$ cat config.mk
export PLATFORM = sky130hd
export DESIGN_NAME = mac_pe_os
export DESIGN_NICKNAME = d
export VERILOG_FILES = /design/src/rtl/mac_pkg.sv /design/src/rtl/mac_mul.sv /design/src/rtl/mac_pe_os.sv
export SDC_FILE = /design/constraint.sdc
export NUM_CORES = 1
export LEC_CHECK = 0
export CELL_PAD_IN_SITES_DETAIL_PLACEMENT = 1
export CELL_PAD_IN_SITES_GLOBAL_PLACEMENT = 2
export CORE_UTILIZATION = 35
export DETAILED_ROUTE_END_ITERATION = 8
export PLACE_DENSITY_LB_ADDON = 0.25
export SYNTH_ARGS = -nofsm -noshare
export SYNTH_HDL_FRONTEND = slang
export SYNTH_SLANG_ARGS = --single-unit
$ cat constraint.sdc
create_clock -name clk -period 9.44 [get_ports clk]
set_input_delay 1.888 -clock clk [delete_from_list [all_inputs] [get_ports clk]]
set_output_delay 1.888 -clock clk [all_outputs]
set_load 0.05 [all_outputs]
$ cat src/rtl/mac_pkg.sv
// Shared types, default widths and saturation bounds for the output-stationary MAC PE.
package mac_pkg;

  localparam int DEF_DATA_W = 16;
  localparam int DEF_ACC_W  = 40;
  localparam int SAT_W_MAX  = 128;

  typedef logic [DEF_DATA_W-1:0] operand_t;
  typedef logic [DEF_ACC_W-1:0]  acc_t;
  typedef logic [SAT_W_MAX-1:0]  sat_bound_t;

  // Largest representable value of a w-bit accumulator; caller truncates to w bits.
  function automatic sat_bound_t sat_max(input int w, input bit sgn);
    sat_bound_t ones;
    ones = '1;
    return sgn ? (ones >> (SAT_W_MAX - w + 1)) : (ones >> (SAT_W_MAX - w));
  endfunction

  function automatic sat_bound_t sat_min(input int w, input bit sgn);
    sat_bound_t one;
    one = sat_bound_t'(1);
    return sgn ? (one << (w - 1)) : '0;
  endfunction

endpackage

$ cat src/rtl/mac_mul.sv
// Signed/unsigned multiplier widened to the accumulator; optional output register
// (MUL_PIPE) carries fire/first alongside the product so they stay aligned.
module mac_mul
  import mac_pkg::*;
#(
  parameter int DATA_W   = DEF_DATA_W,
  parameter int ACC_W    = DEF_ACC_W,
  parameter int SIGNED   = 1,
  parameter int MUL_PIPE = 1
) (
  input  logic              clk,
  input  logic              rst,
  input  logic              ce,
  input  logic [DATA_W-1:0] i_a,
  input  logic [DATA_W-1:0] i_b,
  input  logic              i_fire,
  input  logic              i_first,
  output logic [ACC_W-1:0]  o_prod,
  output logic              o_fire,
  output logic              o_first
);

  localparam int PW = 2 * DATA_W;

  logic signed [PW-1:0] w_prod_s;
  logic [PW-1:0]        w_prod_u;
  logic [ACC_W-1:0]     w_prod_ext;

  assign w_prod_s   = PW'($signed(i_a)) * PW'($signed(i_b));
  assign w_prod_u   = PW'(i_a) * PW'(i_b);
  assign w_prod_ext = (SIGNED != 0) ? ACC_W'(w_prod_s) : ACC_W'(w_prod_u);

  if (MUL_PIPE != 0) begin : g_pipe
    logic [ACC_W-1:0] r_prod;
    logic             r_fire;
    logic             r_first;

    always_ff @(posedge clk or posedge rst) begin
      if (rst) begin
        r_prod  <= '0;
        r_fire  <= 1'b0;
        r_first <= 1'b0;
      end else if (ce) begin
        r_prod  <= w_prod_ext;
        r_fire  <= i_fire;
        r_first <= i_first;
      end
    end

    assign o_prod  = r_prod;
    assign o_fire  = r_fire;
    assign o_first = r_first;
  end else begin : g_comb
    assign o_prod  = w_prod_ext;
    assign o_fire  = i_fire;
    assign o_first = i_first;
  end

endmodule

$ cat src/rtl/mac_pe_os.sv
// Output-stationary systolic MAC PE: 1-cycle operand forwarding, MUL_PIPE-cycle accumulate, column drain.
// Build option MAC_SAT_EN: saturating accumulate with sticky ovf; otherwise wrap and ovf stays 0.
module mac_pe_os
  import mac_pkg::*;
#(
  parameter int DATA_W   = DEF_DATA_W,
  parameter int ACC_W    = DEF_ACC_W,
  parameter int SIGNED   = 1,
  parameter int MUL_PIPE = 1
) (
  input  logic              clk,
  input  logic              rst,
  input  logic              ce,
  input  logic [DATA_W-1:0] north_in,
  input  logic              north_vld,
  input  logic [DATA_W-1:0] west_in,
  input  logic              west_vld,
  input  logic              west_first,
  output logic [DATA_W-1:0] south_out,
  output logic              south_vld,
  output logic [DATA_W-1:0] east_out,
  output logic              east_vld,
  output logic              east_first,
  input  logic              cap,
  input  logic              drain_shift,
  input  logic [ACC_W-1:0]  drain_in,
  output logic [ACC_W-1:0]  result,
  output logic              ovf
);

  logic [DATA_W-1:0] r_south;
  logic              r_south_vld;
  logic [DATA_W-1:0] r_east;
  logic              r_east_vld;
  logic              r_east_first;
  logic [ACC_W-1:0]  r_acc;
  logic              r_ovf;
  logic [ACC_W-1:0]  r_result;

  logic              w_fire;
  logic [ACC_W-1:0]  w_prod;
  logic              w_acc_fire;
  logic              w_acc_first;
  logic [ACC_W-1:0]  w_acc_nxt;
  logic              w_ovf_nxt;
  logic [ACC_W-1:0]  w_sum_sat;
  logic              w_sum_ovf;

  assign w_fire = ce & north_vld & west_vld;

  mac_mul #(
    .DATA_W  (DATA_W),
    .ACC_W   (ACC_W),
    .SIGNED  (SIGNED),
    .MUL_PIPE(MUL_PIPE)
  ) u_mul (
    .clk    (clk),
    .rst    (rst),
    .ce     (ce),
    .i_a    (north_in),
    .i_b    (west_in),
    .i_fire (w_fire),
    .i_first(west_first),
    .o_prod (w_prod),
    .o_fire (w_acc_fire),
    .o_first(w_acc_first)
  );

`ifdef MAC_SAT_EN
  localparam logic [ACC_W-1:0] SAT_HI = ACC_W'(sat_max(ACC_W, SIGNED != 0));
  localparam logic [ACC_W-1:0] SAT_LO = ACC_W'(sat_min(ACC_W, SIGNED != 0));

  logic             w_acc_sx;
  logic             w_prod_sx;
  logic [ACC_W:0]   w_sum;

  // One guard bit: sign copy for signed mode, carry-out for unsigned mode.
  assign w_acc_sx  = (SIGNED != 0) && r_acc[ACC_W-1];
  assign w_prod_sx = (SIGNED != 0) && w_prod[ACC_W-1];
  assign w_sum     = {w_acc_sx, r_acc} + {w_prod_sx, w_prod};
  assign w_sum_ovf = (SIGNED != 0) ? (w_sum[ACC_W] ^ w_sum[ACC_W-1]) : w_sum[ACC_W];
  assign w_sum_sat = !w_sum_ovf ? w_sum[ACC_W-1:0] :
                     ((SIGNED != 0) && w_sum[ACC_W]) ? SAT_LO : SAT_HI;
`else
  assign w_sum_sat = r_acc + w_prod;
  assign w_sum_ovf = 1'b0;
`endif

  always_comb begin
    w_acc_nxt = r_acc;
    w_ovf_nxt = r_ovf;
    if (ce && w_acc_fire) begin
      if (w_acc_first) begin
        w_acc_nxt = w_prod;
        w_ovf_nxt = 1'b0;
      end else begin
        w_acc_nxt = w_sum_sat;
        w_ovf_nxt = r_ovf | w_sum_ovf;
      end
    end
  end

  always_ff @(posedge clk or posedge rst) begin
    if (rst) begin
      r_south      <= '0;
      r_south_vld  <= 1'b0;
      r_east       <= '0;
      r_east_vld   <= 1'b0;
      r_east_first <= 1'b0;
    end else if (ce) begin
      r_south      <= north_in;
      r_south_vld  <= north_vld;
      r_east       <= west_in;
      r_east_vld   <= west_vld;
      r_east_first <= west_first;
    end
  end

  always_ff @(posedge clk or posedge rst) begin
    if (rst) begin
      r_acc <= '0;
      r_ovf <= 1'b0;
    end else begin
      r_acc <= w_acc_nxt;
      r_ovf <= w_ovf_nxt;
    end
  end

  // Capture takes the post-update accumulator so a product landing this cycle is included.
  always_ff @(posedge clk or posedge rst) begin
    if (rst) begin
      r_result <= '0;
    end else if (ce) begin
      if (cap) begin
        r_result <= w_acc_nxt;
      end else if (drain_shift) begin
        r_result <= drain_in;
      end
    end
  end

  assign south_out  = r_south;
  assign south_vld  = r_south_vld;
  assign east_out   = r_east;
  assign east_vld   = r_east_vld;
  assign east_first = r_east_first;
  assign result     = r_result;
  assign ovf        = r_ovf;

endmodule

==> summary.txt, run 1 <==
impl run done, here's what came out: run status=finished, final reports clean, total number of nets in the final design=2520, library cell with the highest instance count after synthesis=sky130_fd_sc_hd__inv_1, fmax=0.121 GHz, Antenna Diode Count=0, Final Critical Period=8240 ps, top cells by count, synth=sky130_fd_sc_hd__inv_1, sky130_fd_sc_hd__fa_1, sky130_fd_sc_hd__nand2_1, sky130_fd_sc_hd__dfrtp_1, sky130_fd_sc_hd__and2_1, amount of wire on met2 after detailed routing=26600 um, via count of the first global-routing pass=15800, final core utilization=41.2%, amount of wire on met3 after detailed routing=1250 um, source of the worst hold timing path=result[30], synthesized netlist cell count=1931, pins over their slew limit=0, RSZ-0062 raised after global routing=false, Crit path arrival time=8610 ps, buffer cell driving the clock tree root=sky130_fd_sc_hd__clkbuf_16, number of sequential cells=148, area share, top type=28.9%, proportion of synthesized flip-flops having asynchronous set or reset=100%, r2r startpoint=u_mul.o_prod[0], Chip Area, Yosys=0.0182 mm^2, Layout Skew=15.7 ps, chip footprint=0.0530 mm^2, cell total in the yosys stat output=1931, crit-path leading delay family=adder cells, number of port buffers=154, Final Worst Setup Slack=1200 ps, final setup fails=0, number of buffers created by CTS=17, sequential portion of the cell area=17.5%, maximum single-stage delay on the critical path=800 ps, total of fill cells in the finished design=5867, worst-case reg-to-reg path depth=13, CP max FO=10, Main logic family=adder cells, hold slack final=480 ps, die span in x=230 um, final hold violation count=0, Seq. cell area=0.00370 mm^2, destination of the worst register-to-register timing path=result[34], biggest area consumer among synthesized cells=sky130_fd_sc_hd__fa_1, ao+oa area frac=11.2%, count of antenna-violating nets left after detailed routing=0, final instance area=0.0212 mm^2, logic gate fraction of the total cell area=61.8%, Avg Cell Area, Syn=9.45 um^2, Max H-tree Level=4, number of standard cells in the final layout excluding fillers=2749, CP required=9810 ps, Worst setup SP type=input port
## run 1: layout by cell type (no fill, tap or decap), types with 6 or more instances in the layout
master,netlist,routed
sky130_fd_sc_hd__mux2i_1,38,38
sky130_fd_sc_hd__o21ai_0,81,81
sky130_fd_sc_hd__dfrtp_1,148,147
sky130_fd_sc_hd__o21ai_1,11,10
sky130_fd_sc_hd__a21o_1,36,36
sky130_fd_sc_hd__or3_1,8,8
sky130_fd_sc_hd__o21a_1,14,14
sky130_fd_sc_hd__nand2_1,225,224
sky130_fd_sc_hd__nand3b_1,7,7
sky130_fd_sc_hd__and3_1,16,16
sky130_fd_sc_hd__nor2_1,62,62
sky130_fd_sc_hd__nor2b_1,6,6
sky130_fd_sc_hd__o211ai_1,12,12
sky130_fd_sc_hd__clkbuf_16,0,17
sky130_fd_sc_hd__nand2b_1,15,15
sky130_fd_sc_hd__nor3_1,14,14
sky130_fd_sc_hd__clkdlybuf4s50_1,0,152
sky130_fd_sc_hd__a21oi_1,88,88
sky130_fd_sc_hd__nor3b_1,8,8
sky130_fd_sc_hd__inv_1,303,302
sky130_fd_sc_hd__a31oi_1,8,8
sky130_fd_sc_hd__o21bai_1,10,10
sky130_fd_sc_hd__inv_6,0,6
sky130_fd_sc_hd__buf_4,1,36
sky130_fd_sc_hd__a211oi_1,7,7
sky130_fd_sc_hd__mux2_2,61,61
sky130_fd_sc_hd__xor2_1,20,20
sky130_fd_sc_hd__nand3_1,21,21
sky130_fd_sc_hd__ha_1,121,121
sky130_fd_sc_hd__fa_1,263,263
sky130_fd_sc_hd__and2_1,132,132
sky130_fd_sc_hd__xnor2_1,41,41
==> run_1/zoom.png <==
Bar = 5 um. Window x 105 to 125, y 151 to 171 um. Cells in gray, sequential cells in the stronger gray; small squares are vias.
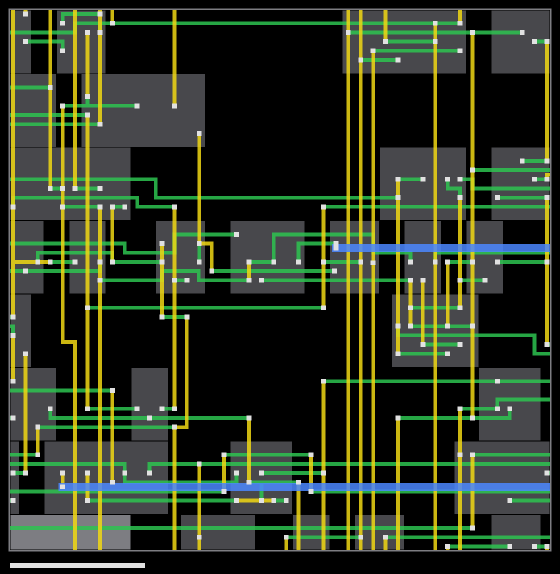
[met3] blue
[met1] green
[met2] yellow
most frequent: a21oi_1 (4), ha_1 (4)
cells with their middle in the window: 21
sequential cells in the window: 0

==> run_1/metal_stack.png <==
Bar = 50 um.
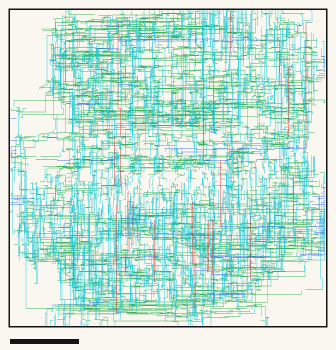
[met1] green | wire length: 23.7 mm
[met4] red | wire length: 1150 um
[met2] cyan | wire length: 26.6 mm
[met3] blue | wire length: 1250 um
average wire length per cell after detail routing: 19.2 um
overall via count from detail_route: 13700
total routing usage reported by global routing: 21.3%
Routed Wire Length: 52700 um

==> run_1/final_congestion.png <==
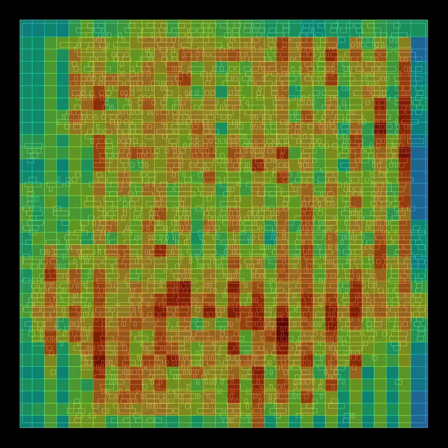
met2 track utilization from global routing: 37.1%
M3 GR Usage: 3.16%
met1 demand-to-capacity share in global routing: 27.4%

==> run 1 -> run 2 <==
GPL_TIMING_DRIVEN = 1   (was default)
==> run_2/gate_families.png <==
Bar = 50 um.
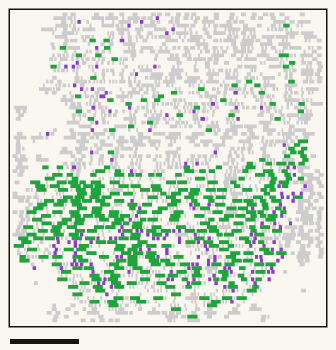
[adder and majority cells] green | cells: 384 | most used: fa_1
[AND and OR gates] purple | cells: 165 | most used: and2_1
logic gate fraction of the total cell area: 61.8%
number of standard cells in the final layout excluding fillers: 2749
dominant logic cell type in the layout: sky130_fd_sc_hd__inv_1

==> run 2 against run 1 <==
Utilization unchanged. Critical path depth unchanged. Sequential share of layout area unchanged. Die size unchanged. Sequential cell count unchanged. Non-clock buffer count unchanged. Register-to-register slack about the same.
==> summary.txt, run 2 <==
impl run done, here's what came out: CP required=9810 ps, count of antenna-violating nets left after detailed routing=0, CP max FO=10, Worst setup SP type=input port, average wire length per cell after detail routing=19.2 um, fmax=0.121 GHz, total routing usage reported by global routing=21.3%, maximum single-stage delay on the critical path=800 ps, total number of nets in the final design=2520, Final Critical Period=8240 ps, Buffers & Inverters on Critical Path=5, cell total in the yosys stat output=1931, top library cells by usage in the layout, fill and taps aside=sky130_fd_sc_hd__inv_1, sky130_fd_sc_hd__fa_1, sky130_fd_sc_hd__nand2_1, sky130_fd_sc_hd__clkdlybuf4s50_1, sky130_fd_sc_hd__dfrtp_1, buffer cell driving the clock tree root=sky130_fd_sc_hd__clkbuf_16, chip footprint=0.0530 mm^2, number of port buffers=154, worst-case reg-to-reg path depth=13, number of buffers created by CTS=17, crit-path leading delay family=adder cells, run status=finished, final reports clean, library cell with the highest instance count after synthesis=sky130_fd_sc_hd__inv_1, source of the worst hold timing path=result[30], RSZ-0062 raised after global routing=false, clock buffer depth=2, biggest area consumer among synthesized cells=sky130_fd_sc_hd__fa_1, via count of the first global-routing pass=15800, Layout Skew=15.7 ps, Max H-tree Level=4, Routed Wire Length=52700 um, final core utilization=41.2%, pins over their slew limit=0, final instance area=0.0212 mm^2, synthesized netlist cell count=1931, Final Worst Setup Slack=1200 ps, top cells by count, synth=sky130_fd_sc_hd__inv_1, sky130_fd_sc_hd__fa_1, sky130_fd_sc_hd__nand2_1, sky130_fd_sc_hd__dfrtp_1, sky130_fd_sc_hd__and2_1, area share, top type=28.9%, overall via count from detail_route=13700, final setup fails=0, final hold violation count=0, destination of the worst register-to-register timing path=result[34], proportion of synthesized flip-flops having asynchronous set or reset=100%, die span in x=230 um
==> run_2/registers.png <==
Bar = 50 um.
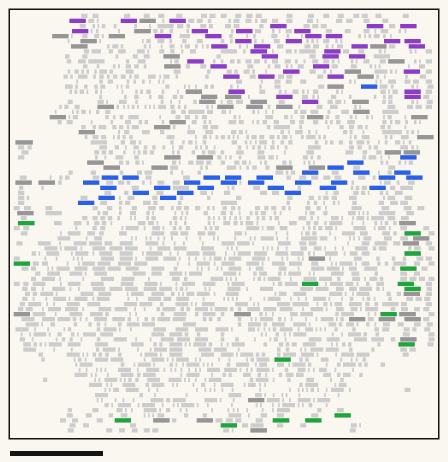
[result] purple | flops: 40
[u_mul.o_prod] blue | flops: 32 | where: a horizontal strip, middle
[east_out] green | flops: 16
not colored: 60

==> run 2: per-layer routing <==
metal	GRT usage, %	wire length, um	up-vias
met1	27.4	23700	7041
met4	6.17	1150	0
li1	-	-	6439
met2	37.1	26600	176
met5	0	0	-
met3	3.16	1250	63
==> run 2: final cells by class <==
type / instances / area (um^2)
Multi-Input combinational cell: 1397 / 13100
Clock inverter: 15 / 164
Clock buffer: 17 / 425
Timing Repair Buffer: 189 / 1800
Inverter: 303 / 1140
Fill cell: 5867 / 30200
Tap cell: 680 / 851
Sequential cell: 148 / 3700
==> run 2: worst max-delay path by stage <==
stage	from	end	slack [ps]
finish	north_in[11]	u_mul.o_prod[29]	1200
detailed placement	west_in[2]	u_mul.o_prod[31]	650
floorplan	west_in[8]	u_mul.o_prod[31]	1700
global placement	west_in[2]	u_mul.o_prod[31]	790
global route	west_in[2]	u_mul.o_prod[31]	790
CTS	north_in[11]	u_mul.o_prod[29]	1190
==> run 2: cells by family (layout without fill, tap and decap cells) <==
logic type      Yosys count  after routing  synth area share, %
simple gates            534            534                 14.5
buf+inv                 386            524                 7.97
fa+ha+maj               384            384                 37.2
compound gates          317            317                 11.2
flops                   148            148                 20.3
mux                     100            100                 5.93
xor+xnor                 61             61                 2.93
other cells               1              1               0.0206
==> run 2 -> run 3 <==
SETUP_SLACK_MARGIN = 0.2   (was default)
==> run_3/registers.png <==
Bar = 50 um.
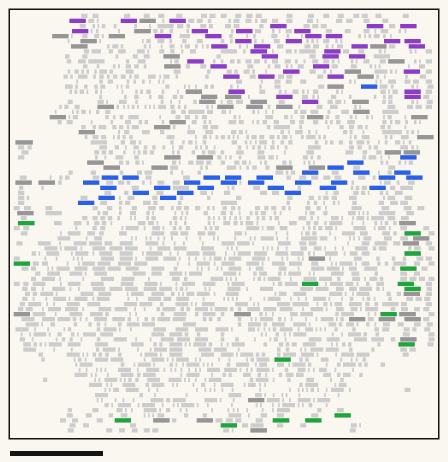
[u_mul.o_prod] blue | flops: 32 | where: a horizontal strip, middle
[east_out] green | flops: 16
[result] purple | flops: 40
not colored: 60
Seq. cell area: 0.00370 mm^2
sequential portion of the cell area: 17.5%
final core utilization: 41.2%

==> run_3/zoom.png <==
Bar = 5 um. Window x 105 to 125, y 151 to 171 um. Cells in gray, sequential cells in the stronger gray; small squares are vias.
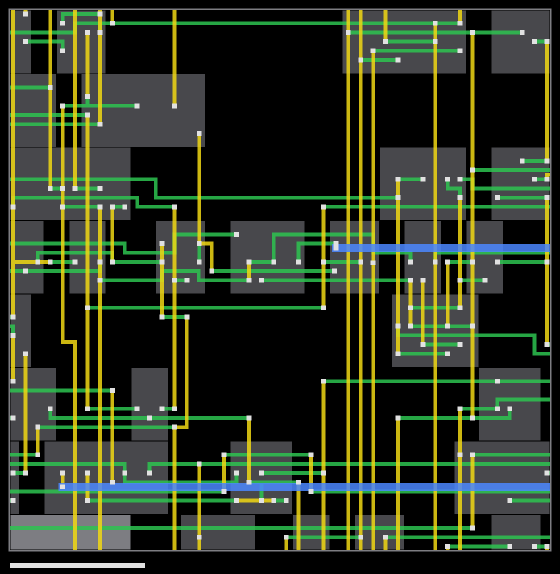
[met3] blue
[met1] green
[met2] yellow
cells with their middle in the window: 21
most frequent: a21oi_1 (4), ha_1 (4)
sequential cells in the window: 0

==> run 3 against run 2 <==
Synthesized area did not move. Register-to-register slack about the same. Global-route usage unchanged. Worst hold slack did not move.
==> summary.txt, run 3 <==
impl run done, here's what came out: total of fill cells in the finished design=5867, Post-Route M1 WL=23700 um, M3 GR Usage=3.16%, pins over their slew limit=0, average wire length per cell after detail routing=19.2 um, amount of wire on met2 after detailed routing=26600 um, proportion of synthesized flip-flops having asynchronous set or reset=100%, Chip Area, Yosys=0.0182 mm^2, CP max FO=10, number of port buffers=154, Final Worst Setup Slack=1200 ps, met2 track utilization from global routing=37.1%, total number of nets in the final design=2520, via count of the first global-routing pass=15800, Multiplexer share=5.93%, ao+oa area frac=11.2%, topmost layer with routed signal wires=met4, Avg Cell Area, Syn=9.45 um^2, Layout Skew=15.7 ps, Worst setup SP type=input port, top cells by count, synth=sky130_fd_sc_hd__inv_1, sky130_fd_sc_hd__fa_1, sky130_fd_sc_hd__nand2_1, sky130_fd_sc_hd__dfrtp_1, sky130_fd_sc_hd__and2_1, count of antenna-violating nets left after detailed routing=0, run status=finished, final reports clean, hold slack final=480 ps, Routed Wire Length=52700 um, Final Critical Period=8240 ps, Floorplan Core Area=0.0514 mm^2, cell total in the yosys stat output=1931, number of standard cells in the final layout excluding fillers=2749, met1 demand-to-capacity share in global routing=27.4%, biggest area consumer among synthesized cells=sky130_fd_sc_hd__fa_1, dominant logic cell type in the layout=sky130_fd_sc_hd__inv_1, CP required=9810 ps, final setup fails=0, library cell with the highest instance count after synthesis=sky130_fd_sc_hd__inv_1, Crit path arrival time=8610 ps, Main logic family=adder cells, buffer cell driving the clock tree root=sky130_fd_sc_hd__clkbuf_16, synthesized netlist cell count=1931, die span in x=230 um, area share, top type=28.9%, XOR Share, Synth=2.93%, chip footprint=0.0530 mm^2, clock buffer depth=2, share of synthesized cell area in full adder, half adder and majority cells=37.2%, number of buffers created by CTS=17, RSZ-0062 raised after global routing=false, top library cells by usage in the layout, fill and taps aside=sky130_fd_sc_hd__inv_1, sky130_fd_sc_hd__fa_1, sky130_fd_sc_hd__nand2_1, sky130_fd_sc_hd__clkdlybuf4s50_1, sky130_fd_sc_hd__dfrtp_1, yosys simple share=14.5%, amount of wire on met3 after detailed routing=1250 um, overall via count from detail_route=13700
[run 3: area by class of cell]
cell class,count,area [um^2],area share (%)
multi-input cells,1397,13100,61.8
flip-flops and latches,148,3700,17.5
repair buffers,189,1800,8.48
inverters,303,1140,5.39
well taps,680,851,4.02
clock buffers,17,425,2.01
clock inverters,15,164,0.774
[run 3: critical path: stages]
cell,delay (ps)
sky130_fd_sc_hd__clkdlybuf4s50_1,800
sky130_fd_sc_hd__buf_4,280
sky130_fd_sc_hd__nand2_1,100
sky130_fd_sc_hd__fa_1,520
sky130_fd_sc_hd__fa_1,520
sky130_fd_sc_hd__fa_1,510
sky130_fd_sc_hd__inv_1,50
sky130_fd_sc_hd__fa_1,490
sky130_fd_sc_hd__fa_1,500
sky130_fd_sc_hd__inv_1,50
sky130_fd_sc_hd__fa_1,480
sky130_fd_sc_hd__inv_1,40
sky130_fd_sc_hd__ha_1,360
sky130_fd_sc_hd__nand3_1,140
sky130_fd_sc_hd__a311oi_1,360
sky130_fd_sc_hd__o211ai_1,230
sky130_fd_sc_hd__a21oi_2,270
sky130_fd_sc_hd__a31oi_2,170
sky130_fd_sc_hd__o21bai_1,250
sky130_fd_sc_hd__a41oi_1,170
sky130_fd_sc_hd__xnor2_1,150
sky130_fd_sc_hd__mux2_2,260
[run 3: final timing paths]
check,startpoint,to,slack [ps],cells after the start
min in group asynchronous,rst,east_out[3],1730,2
worst max register to register,u_mul.o_prod[0],result[34],5820,13
worst min-delay path,result[30],result[30],480,2
worst min register to register,result[30],result[30],480,2
max in group asynchronous,rst,r_acc[31],6460,3
worst max-delay path,north_in[11],u_mul.o_prod[29],1200,22
